File: config.mk
export PLATFORM = sky130hd
export DESIGN_NAME = hqm_rcfwl_gclk_pll_sync_align
export DESIGN_NICKNAME = d
export VERILOG_FILES = /design/src/rtl/hqm_rcfwl_gclk_pkg.sv /design/src/rtl/hqm_rcfwl_gclk_sync_edge.sv /design/src/rtl/hqm_rcfwl_gclk_pll_sync_align.sv
export SDC_FILE = /design/constraint.sdc
export NUM_CORES = 1
export LEC_CHECK = 0
export ABC_AREA = 1
export CORE_MARGIN = 2
export CORE_UTILIZATION = 45
export CTS_BUF_LIST = sky130_fd_sc_hd__clkbuf_4 sky130_fd_sc_hd__clkbuf_8 sky130_fd_sc_hd__clkbuf_16
export CTS_CLUSTER_SIZE = 40
export DETAILED_ROUTE_END_ITERATION = 8
export DONT_BUFFER_PORTS = 1
export SYNTH_ARGS = -nofsm -noshare
export SYNTH_HDL_FRONTEND = slang
export SYNTH_SLANG_ARGS = --single-unit
File: constraint.sdc
create_clock -name ckgrid -period 3.65 [get_ports ckgrid]
set_input_delay 0.73 -clock ckgrid [delete_from_list [all_inputs] [get_ports ckgrid]]
set_output_delay 0.73 -clock ckgrid [all_outputs]
set_load 0.005 [all_outputs]
File: src/rtl/hqm_rcfwl_gclk_pkg.sv
// hqm_rcfwl_gclk_pkg
//   Shared definitions for the grid-side PLL sync alignment logic:
//   - sync_state_t : alignment FSM states
//   - GOOD_W       : width of the consecutive on-time edge counter
//   - params_ok()  : elaboration-time legality check of the block parameters
package hqm_rcfwl_gclk_pkg;

    typedef enum logic [1:0] {
        IDLE   = 2'd0,
        SEARCH = 2'd1,
        TRACK  = 2'd2,
        LOCKED = 2'd3
    } sync_state_t;

    // LOCK_CNT is limited to 1..15, so four bits always hold it.
    localparam int GOOD_W = 4;

    // The divided enable must land on the same phases every sync period,
    // so the period has to be a whole multiple of the divide ratio.
    function automatic bit params_ok(input int sync_period, input int div,
                                     input int lock_cnt, input int sync_stages);
        bit ok;
        ok = (sync_period >= 4) && (div >= 1) && (lock_cnt >= 1) &&
             (lock_cnt <= 15) && (sync_stages >= 2);
        if (ok) begin
            ok = ((sync_period % div) == 0);
        end
        return ok;
    endfunction

endpackage

File: src/rtl/hqm_rcfwl_gclk_sync_edge.sv
// hqm_rcfwl_gclk_sync_edge
//   Multi-flop synchronizer followed by a registered rising-edge detector.
//   Fixed latency: pulse rises SYNC_STAGES+1 cycles after din rises; a level
//   held high yields a single one-cycle pulse.
// Ports
//   ckgrid  in   sampling clock
//   rst_b   in   synchronous active-low reset
//   din     in   asynchronous input level
//   pulse   out  one-cycle registered pulse per rising edge of din
module hqm_rcfwl_gclk_sync_edge #(
    parameter int SYNC_STAGES = 2
) (
    input  logic ckgrid,
    input  logic rst_b,
    input  logic din,
    output logic pulse
);

    logic [SYNC_STAGES-1:0] sync_q, sync_d;
    logic                   last_q, last_d;
    logic                   pulse_q, pulse_d;

    // NOTE: every signal assigned in always_comb gets a value on every path,
    // otherwise synthesis infers a latch to hold the old value.
    always_comb begin
        sync_d  = {sync_q[SYNC_STAGES-2:0], din};
        last_d  = sync_q[SYNC_STAGES-1];
        pulse_d = sync_q[SYNC_STAGES-1] & ~last_q;
    end

    // NOTE: state flops use non-blocking assignments so all registers update
    // from pre-edge values, exactly like the hardware does.
    always_ff @(posedge ckgrid) begin
        if (!rst_b) begin
            sync_q  <= '0;
            last_q  <= 1'b0;
            pulse_q <= 1'b0;
        end else begin
            sync_q  <= sync_d;
            last_q  <= last_d;
            pulse_q <= pulse_d;
        end
    end

    assign pulse = pulse_q;

endmodule

File: src/rtl/hqm_rcfwl_gclk_pll_sync_align.sv
// hqm_rcfwl_gclk_pll_sync_align
//   Grid-side consumer of the PCU clock distribution. Samples pll_sync on the
//   grid clock, checks its period, and produces a sync-aligned phase count,
//   a divided clock enable, lock status and a sticky sync error.
// Ports
//   ckgrid      in   grid clock
//   rst_b       in   synchronous active-low reset
//   pll_sync    in   PLL sync strobe, asynchronous to ckgrid
//   sync_en     in   1 = acquire/track, 0 = hold in IDLE
//   err_clr     in   clears sync_err (a same-cycle new error wins)
//   sync_pulse  out  one-cycle pulse per detected pll_sync rising edge
//   phase_cnt   out  phase within the sync period, 0 after an aligned edge
//   clk_en      out  pulse when phase_cnt % DIV == DIV-1 in TRACK/LOCKED
//   locked      out  1 while LOCKED
//   sync_err    out  sticky early/missing edge indication while LOCKED
module hqm_rcfwl_gclk_pll_sync_align
    import hqm_rcfwl_gclk_pkg::*;
#(
    parameter  int SYNC_PERIOD = 16,
    parameter  int DIV         = 4,
    parameter  int LOCK_CNT    = 3,
    parameter  int SYNC_STAGES = 2,
    localparam int CNTW        = $clog2(SYNC_PERIOD)
) (
    input  logic            ckgrid,
    input  logic            rst_b,
    input  logic            pll_sync,
    input  logic            sync_en,
    input  logic            err_clr,
    output logic            sync_pulse,
    output logic [CNTW-1:0] phase_cnt,
    output logic            clk_en,
    output logic            locked,
    output logic            sync_err
);

    if (!params_ok(SYNC_PERIOD, DIV, LOCK_CNT, SYNC_STAGES)) begin : g_bad_params
        $error("hqm_rcfwl_gclk_pll_sync_align: illegal SYNC_PERIOD/DIV/LOCK_CNT/SYNC_STAGES");
    end

    localparam logic [CNTW-1:0]   LAST_PHASE = CNTW'(SYNC_PERIOD - 1);
    localparam logic [GOOD_W:0]   LOCK_THR   = (GOOD_W + 1)'(LOCK_CNT);
    localparam logic [GOOD_W-1:0] GOOD_MAX   = '1;

    logic edge_seen;

    hqm_rcfwl_gclk_sync_edge #(
        .SYNC_STAGES (SYNC_STAGES)
    ) u_sync_edge (
        .ckgrid (ckgrid),
        .rst_b  (rst_b),
        .din    (pll_sync),
        .pulse  (edge_seen)
    );

    sync_state_t       state_q, state_d;
    logic [CNTW-1:0]   phase_cnt_q, phase_cnt_d;
    logic [GOOD_W-1:0] good_cnt_q, good_cnt_d;
    logic              clk_en_q, clk_en_d;
    logic              locked_q, locked_d;
    logic              sync_err_q, sync_err_d;

    logic              at_last;
    logic [CNTW-1:0]   phase_next;
    logic              realign;
    logic              err_set;

    always_comb begin
        state_d     = state_q;
        phase_cnt_d = phase_cnt_q;
        good_cnt_d  = good_cnt_q;
        realign     = 1'b0;
        err_set     = 1'b0;

        at_last    = (phase_cnt_q == LAST_PHASE);
        phase_next = at_last ? '0 : phase_cnt_q + 1'b1;

        if (!sync_en) begin
            state_d     = IDLE;
            phase_cnt_d = '0;
            good_cnt_d  = '0;
        end else begin
            unique case (state_q)
                // An edge arriving in the enabling cycle is deliberately ignored.
                IDLE: begin
                    state_d     = SEARCH;
                    phase_cnt_d = '0;
                end
                SEARCH: begin
                    phase_cnt_d = '0;
                    if (edge_seen) begin
                        state_d    = TRACK;
                        good_cnt_d = '0;
                        realign    = 1'b1;
                    end
                end
                TRACK: begin
                    phase_cnt_d = phase_next;
                    if (edge_seen && at_last) begin
                        good_cnt_d = (good_cnt_q == GOOD_MAX) ? good_cnt_q : good_cnt_q + 1'b1;
                        if (({1'b0, good_cnt_q} + 1'b1) >= LOCK_THR) begin
                            state_d = LOCKED;
                        end
                    end else if (edge_seen) begin
                        phase_cnt_d = '0;
                        good_cnt_d  = '0;
                        realign     = 1'b1;
                    end else if (at_last) begin
                        good_cnt_d = '0;
                        state_d    = SEARCH;
                    end
                end
                LOCKED: begin
                    phase_cnt_d = phase_next;
                    if (edge_seen && !at_last) begin
                        phase_cnt_d = '0;
                        good_cnt_d  = '0;
                        realign     = 1'b1;
                        err_set     = 1'b1;
                        state_d     = TRACK;
                    end else if (!edge_seen && at_last) begin
                        good_cnt_d = '0;
                        err_set    = 1'b1;
                        state_d    = SEARCH;
                    end
                end
                default: state_d = IDLE;
            endcase
        end

        // Set beats clear so an error coincident with err_clr is never lost.
        if (err_set) begin
            sync_err_d = 1'b1;
        end else if (err_clr) begin
            sync_err_d = 1'b0;
        end else begin
            sync_err_d = sync_err_q;
        end

        locked_d = (state_d == LOCKED);
        clk_en_d = ((state_d == TRACK) || (state_d == LOCKED)) && !realign &&
                   ((int'(phase_cnt_d) % DIV) == (DIV - 1));
    end

    always_ff @(posedge ckgrid) begin
        if (!rst_b) begin
            state_q     <= IDLE;
            phase_cnt_q <= '0;
            good_cnt_q  <= '0;
            clk_en_q    <= 1'b0;
            locked_q    <= 1'b0;
            sync_err_q  <= 1'b0;
        end else begin
            state_q     <= state_d;
            phase_cnt_q <= phase_cnt_d;
            good_cnt_q  <= good_cnt_d;
            clk_en_q    <= clk_en_d;
            locked_q    <= locked_d;
            sync_err_q  <= sync_err_d;
        end
    end

    assign sync_pulse = edge_seen;
    assign phase_cnt  = phase_cnt_q;
    assign clk_en     = clk_en_q;
    assign locked     = locked_q;
    assign sync_err   = sync_err_q;

endmodule

run_1/util_map.png
Bar = 10 um. The die is cut into 10 by 10 equal tiles; white is low, dark blue is high, 0 to 100% covered.
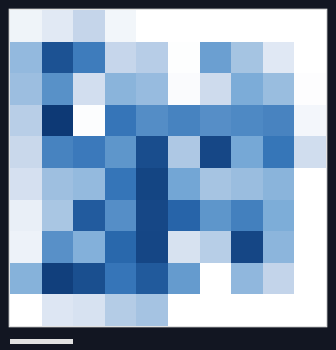
emptiest ninth of the die: upper right
nearly empty tiles: 21%
densest ninth of the die: centre
mean over tiles: 39%
Final Util: 50.4%
core box area: 1980 sq um
Starting Density: 47.9%

run_1/ff_map.png
Bar = 10 um. Other sequential cells in the stronger grey, the rest of the logic in the fainter grey.
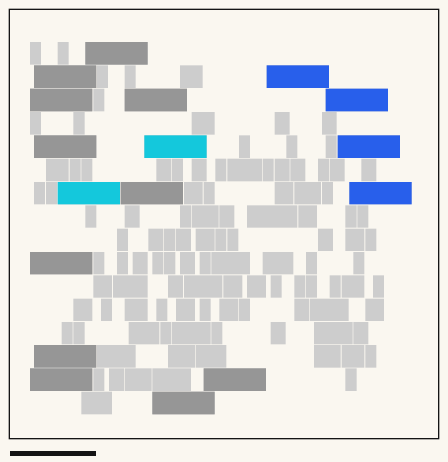
[blue] `good_cnt_q` | sequential cells: 4 | where: upper right
[cyan] `state_q` | sequential cells: 2
not coloured: 11
Seq power: 190 uW
Storage cell area: 340 sq um
Seq/total area: 34.0%

run_1/port_trees.png
Bar = 10 um.
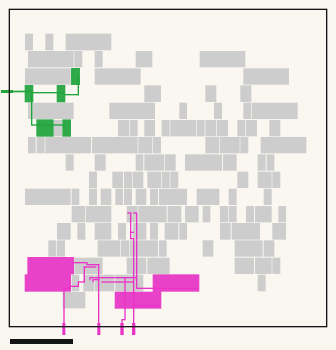
[green] `rst_b` | direction: input | end cells: 5 | buffers: 0 | wire: 25.1 um
[magenta] `phase_cnt` | direction: output | end cells: 4 | buffers: 0 | wire: 94.7 um

==> reports/metrics.cfg, run 1 <==
[cts]
htreeDepth = 1
cts_resized = 0
cts_buffers = 3
cts_hold_buf = 0

[timing]
rsz0062_at_grt = false
setup_total_negative_slack_ns = 0
worst_pin_slew_ns = 0.367
fin_crit_ns = 1.89
finalSetupViolations = 0
hold_violations = 0

[placement]
place_ws_ns = 1.77
dpl.hpwl_um = 1440
portBuffers = 0
globalplace.congestion = 0.820

[logic_synthesis]
flop_cell = dfxtp_1
synth_nets = 135
synth_async_sr_flop_share_pct = 0
synthTopLogicFamily = simple AND/OR/NAND/NOR gates
ys_seq_elements = 17
ys_area_sq_um = 950
ys_warn_count = 0

[critical_path]
cp-endpoint = good_cnt_q[3]
path_class = reg2reg
r2r_start = phase_cnt[0]
worst-path-buf-inv = 2
critPathLaunchType = flop
crit_slowest_cell = dfxtp_1
r2r_setup_slack_ns = 1.76
cp_max_fo = 5
r2r_cells = 10
critPathLaunch = phase_cnt[0]

[job]
warning_count = 30
drv_cap = 0

[cells_and_area]
post_layout_nonfiller_instances = 153
final_cell_mix = nand2_1, dfxtp_1, inv_1
syn_to_final_growth_pct = 5.27
final_common_cell = nand2_1
nFillCells = 199
nets = 139

[routing]
drt_pass1_iterations = 4
avgRoutedWirePerCell_um = 11.2
drc = 0
dr.first_iter.drc_count = 8

[status]
outcome = completed

[pwr]
p_switching_uw = 67.9
p_int_uw = 231
leakage_uw = 0.000457

[die]
placementRows = 16

[global_routing]
grt_max_degree = 11
antenna_found_initial = 0

==> run 1: power by group through the flow <==
stage,combinational (uW),sequential [uW],clock [uW]
final,7.73,190,101
after CTS,7.88,190,106
after global placement,7.68,194,0
after floorplan,6.71,194,0
after detailed placement,7.83,194,0
after global routing,8.79,190,117
==> run 1: cells by family after synthesis <==
kind of cell	Yosys count
buffers and inverters	21
AND-OR/OR-AND	12
adder cells (fa/ha/maj)	7
flip-flops	17
XOR/XNOR	3
AND/OR/NAND/NOR	63
==> run 1: metal layers <==
metal  routed length (um)  vias to the layer above  track usage (%)  part of all wire (%)
li1                     -                      406                -                     -
met1                  787                      345             18.5                    46
met2                  842                       10             27.8                    49
met3                   70                        2             5.15                   4.1
met4                   19                        0             5.56                   1.1
met5                    0                        -                0                     0
==> run 1: layout make-up <==
class,count,share of cell area [%]
Clock buffer,3,2.25
Clock inverter,1,0.501
Multi-Input combinational cell,85,52.3
Tap cell,27,3.38
Sequential cell,17,34.0
Inverter,20,7.51
==> run 1: registers in the layout (all words and copies together), names as in the netlist, 2 cells and up <==
name,cells
good_cnt_q,4
state_q,2
phase_cnt,4
u_sync_edge.sync_q,2
==> run 1: cells in the mapped netlist, drive strengths merged (2+ instances only) <==
| cell | n |
|---|---|
| inv | 20 |
| nand3 | 10 |
| ha | 7 |
| nor2 | 10 |
| dfxtp | 17 |
| o21ai | 4 |
| a21oi | 6 |
| nand4 | 7 |
| nor3 | 5 |
| nand2 | 29 |
| xor2 | 2 |
==> run 1: metrics by stage <==
step | utilization (%) | instance area (sq um)
after floorplan | - | 950
after global placement | 49.1 | 972
after detailed placement | 49.1 | 972
after CTS | 50.4 | 1000
after global routing | 50.4 | 1000
final | 50.4 | 1000
==> run 1: worst min-delay path by stage <==
stage,end,startpoint,cells past startpoint,slack [ns]
final,u_sync_edge.pulse,u_sync_edge.last_q,1,0.39
after global routing,u_sync_edge.pulse,u_sync_edge.last_q,1,0.41
after CTS,u_sync_edge.pulse,u_sync_edge.last_q,1,0.39
after detailed placement,u_sync_edge.pulse,u_sync_edge.last_q,1,0.38
after global placement,u_sync_edge.pulse,u_sync_edge.last_q,1,0.37
after floorplan,u_sync_edge.pulse,u_sync_edge.last_q,1,0.37
==> run 2: changes to the inputs <==
Clock period 3.65 ns to 1.9 ns, I/O delays scaled along.
==> run 2 against run 1 <==
Via count is 0.26% higher. Clock-buffer cell count stayed put. Non-clock buffer count is 3 higher. Hold slack worse by 0.20 ns. Flip-flop count stayed put. Power is 92% higher. Synthesized area stayed put. Largest cell class unchanged. Synthesized cell count stayed put. Critical path depth stayed put. Highest routed layer is now met3. Clock skew is 0.0044 ns higher. Register-to-register slack worse by 1.6 ns.
==> reports/metrics.cfg, run 2 <==
[status]
outcome = completed

[cells_and_area]
syn_to_final_growth_pct = 8.70
final_area_sq_um = 1030  ; +3.3%
final_common_cell = nand2_1
final_cell_mix = nand2_1, dfxtp_1, inv_1
nets = 142  ; +2.2%
num_antenna_cells = 0

[critical_path]
cp_max_fo = 5  ; unchanged
r2r_setup_slack_ns = 0.18  ; -1.58 ns
crit_slowest_cell = dfxtp_1
r2r_start = phase_cnt[1]
critPathLaunch = phase_cnt[1]
worst-path-buf-inv = 2  ; unchanged
path_class = reg2reg
r2r_cells = 10  ; unchanged
critPathLaunchType = flop

[cts]
htreeDepth = 1  ; unchanged
clk_path_buf_depth = 2
cts_hold_buf = 0  ; unchanged

[routing]
drc = 0  ; unchanged
drt_pass1_iterations = 4  ; unchanged

[timing]
fin_crit_ns = 1.72  ; -0.172 ns
worst_pin_slew_ns = 0.358  ; -0.00878 ns
setup_total_negative_slack_ns = 0  ; unchanged
hold_violations = 0  ; unchanged

[placement]
portBuffers = 0  ; unchanged
dpl.hpwl_um = 1490  ; +3.6%
globalplace.congestion = 0.820  ; about the same
place_area_sq_um = 995  ; +2.3%

[global_routing]
grt_max_degree = 11  ; unchanged

[hold_path]
hold-path-endpoint = u_sync_edge.sync_q[0]
holdPathStages = 2  ; +1

[logic_synthesis]
synth_nets = 135  ; unchanged
ys_seq_elements = 17  ; unchanged
ys_warn_count = 0  ; unchanged
synth.cells.most_frequent = nand2_1, dfxtp_1, inv_1
top_area_cell = dfxtp_1
post-synth-top-count-cell = nand2_1
synth_async_sr_flop_share_pct = 0  ; unchanged
syn_avg_cell_area_sq_um = 7.72
ys_area_sq_um = 950  ; unchanged
flop_cell = dfxtp_1

[die]
placementRows = 16  ; unchanged
ios = 13
fp_util_pct = 47.9  ; unchanged

[pwr]
p_switching_uw = 130  ; +91%
leakage_uw = 0.000467  ; +2.2%
p_clk_share_pct = 33.6
p_per_area_nw_per_um2 = 556

[job]
warning_count = 30  ; unchanged

## run 2: routing by layer
metal	wire, um	part of all wire [%]	global-route usage (%)
met1	848	47	21.8
met2	889	49	27.8
met3	64	3.6	4.85
met4	0	0	2.78
met5	0	0	0
## run 2: power by group through the flow
stage / Sequential (uW) / Combinational (uW) / Clock (uW)
floorplan: 372 / 12.9 / 0
global placement: 373 / 16.3 / 0
detailed placement: 373 / 16.2 / 0
CTS: 364 / 16.2 / 200
global route: 365 / 18.8 / 219
finish: 364 / 16.2 / 193
## run 2: worst max path at each step
stage                     slack [ns]       endpoint
final                           0.18  good_cnt_q[3]
after detailed placement        0.09  good_cnt_q[3]
after global routing            0.02  good_cnt_q[0]
after CTS                       0.06  good_cnt_q[3]
after global placement          0.16  good_cnt_q[3]
after floorplan                 0.23  good_cnt_q[3]
## run 2: logic make-up after synthesis
group	share of synthesized area (%)
adder cells (fa/ha/maj)	9.22
AND/OR/NAND/NOR	34.7
flip-flops	35.8
XOR/XNOR	2.77
buffers and inverters	9.09
AND-OR/OR-AND	8.43
## run 2: final cells by class
class	count	area, sq um	area share, %
multi-input combinational	85	533	51.6
sequential	17	340	33.0
inverter	20	75.1	7.27
tap	27	33.8	3.27
clock buffer	3	22.5	2.18
timing repair buffer	3	22.5	2.18
clock inverter	1	5.00	0.485
## run 2: repair_timing
action	CTS	global route
hold endpoints to repair	0	0
resized	0	3
endpoints found under the setup margin	0	7
## run 2: worst reg2reg max path: stages, from the launching register on
cell and delay, ns:
dfxtp_1 0.38, ha_2 0.23, nand3_2 0.12, inv_2 0.09, ha_2 0.22, inv_2 0.07, nand4_1 0.11, nand3_2 0.13
nand2_2 0.11, nand2_1 0.07, a21oi_2 0.13
## run 2: per-stage QoR
stage	utilization [%]	hold WS (ns)	std cells	power, uW
floorplan	-	0.368	123	385
global placement	50.2	0.374	152	389
detailed placement	50.2	0.378	152	389
CTS	51.6	0.173	156	581
global route	52.1	0.166	156	603
finish	52.1	0.185	156	573
run_2/placed.png
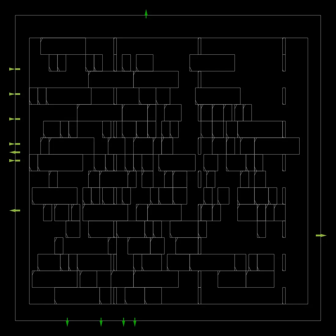
Fillers: 199
n_taps: 27
Final Util: 52.1%

Power figures rest on the tool's default switching activity, not on a simulated workload.
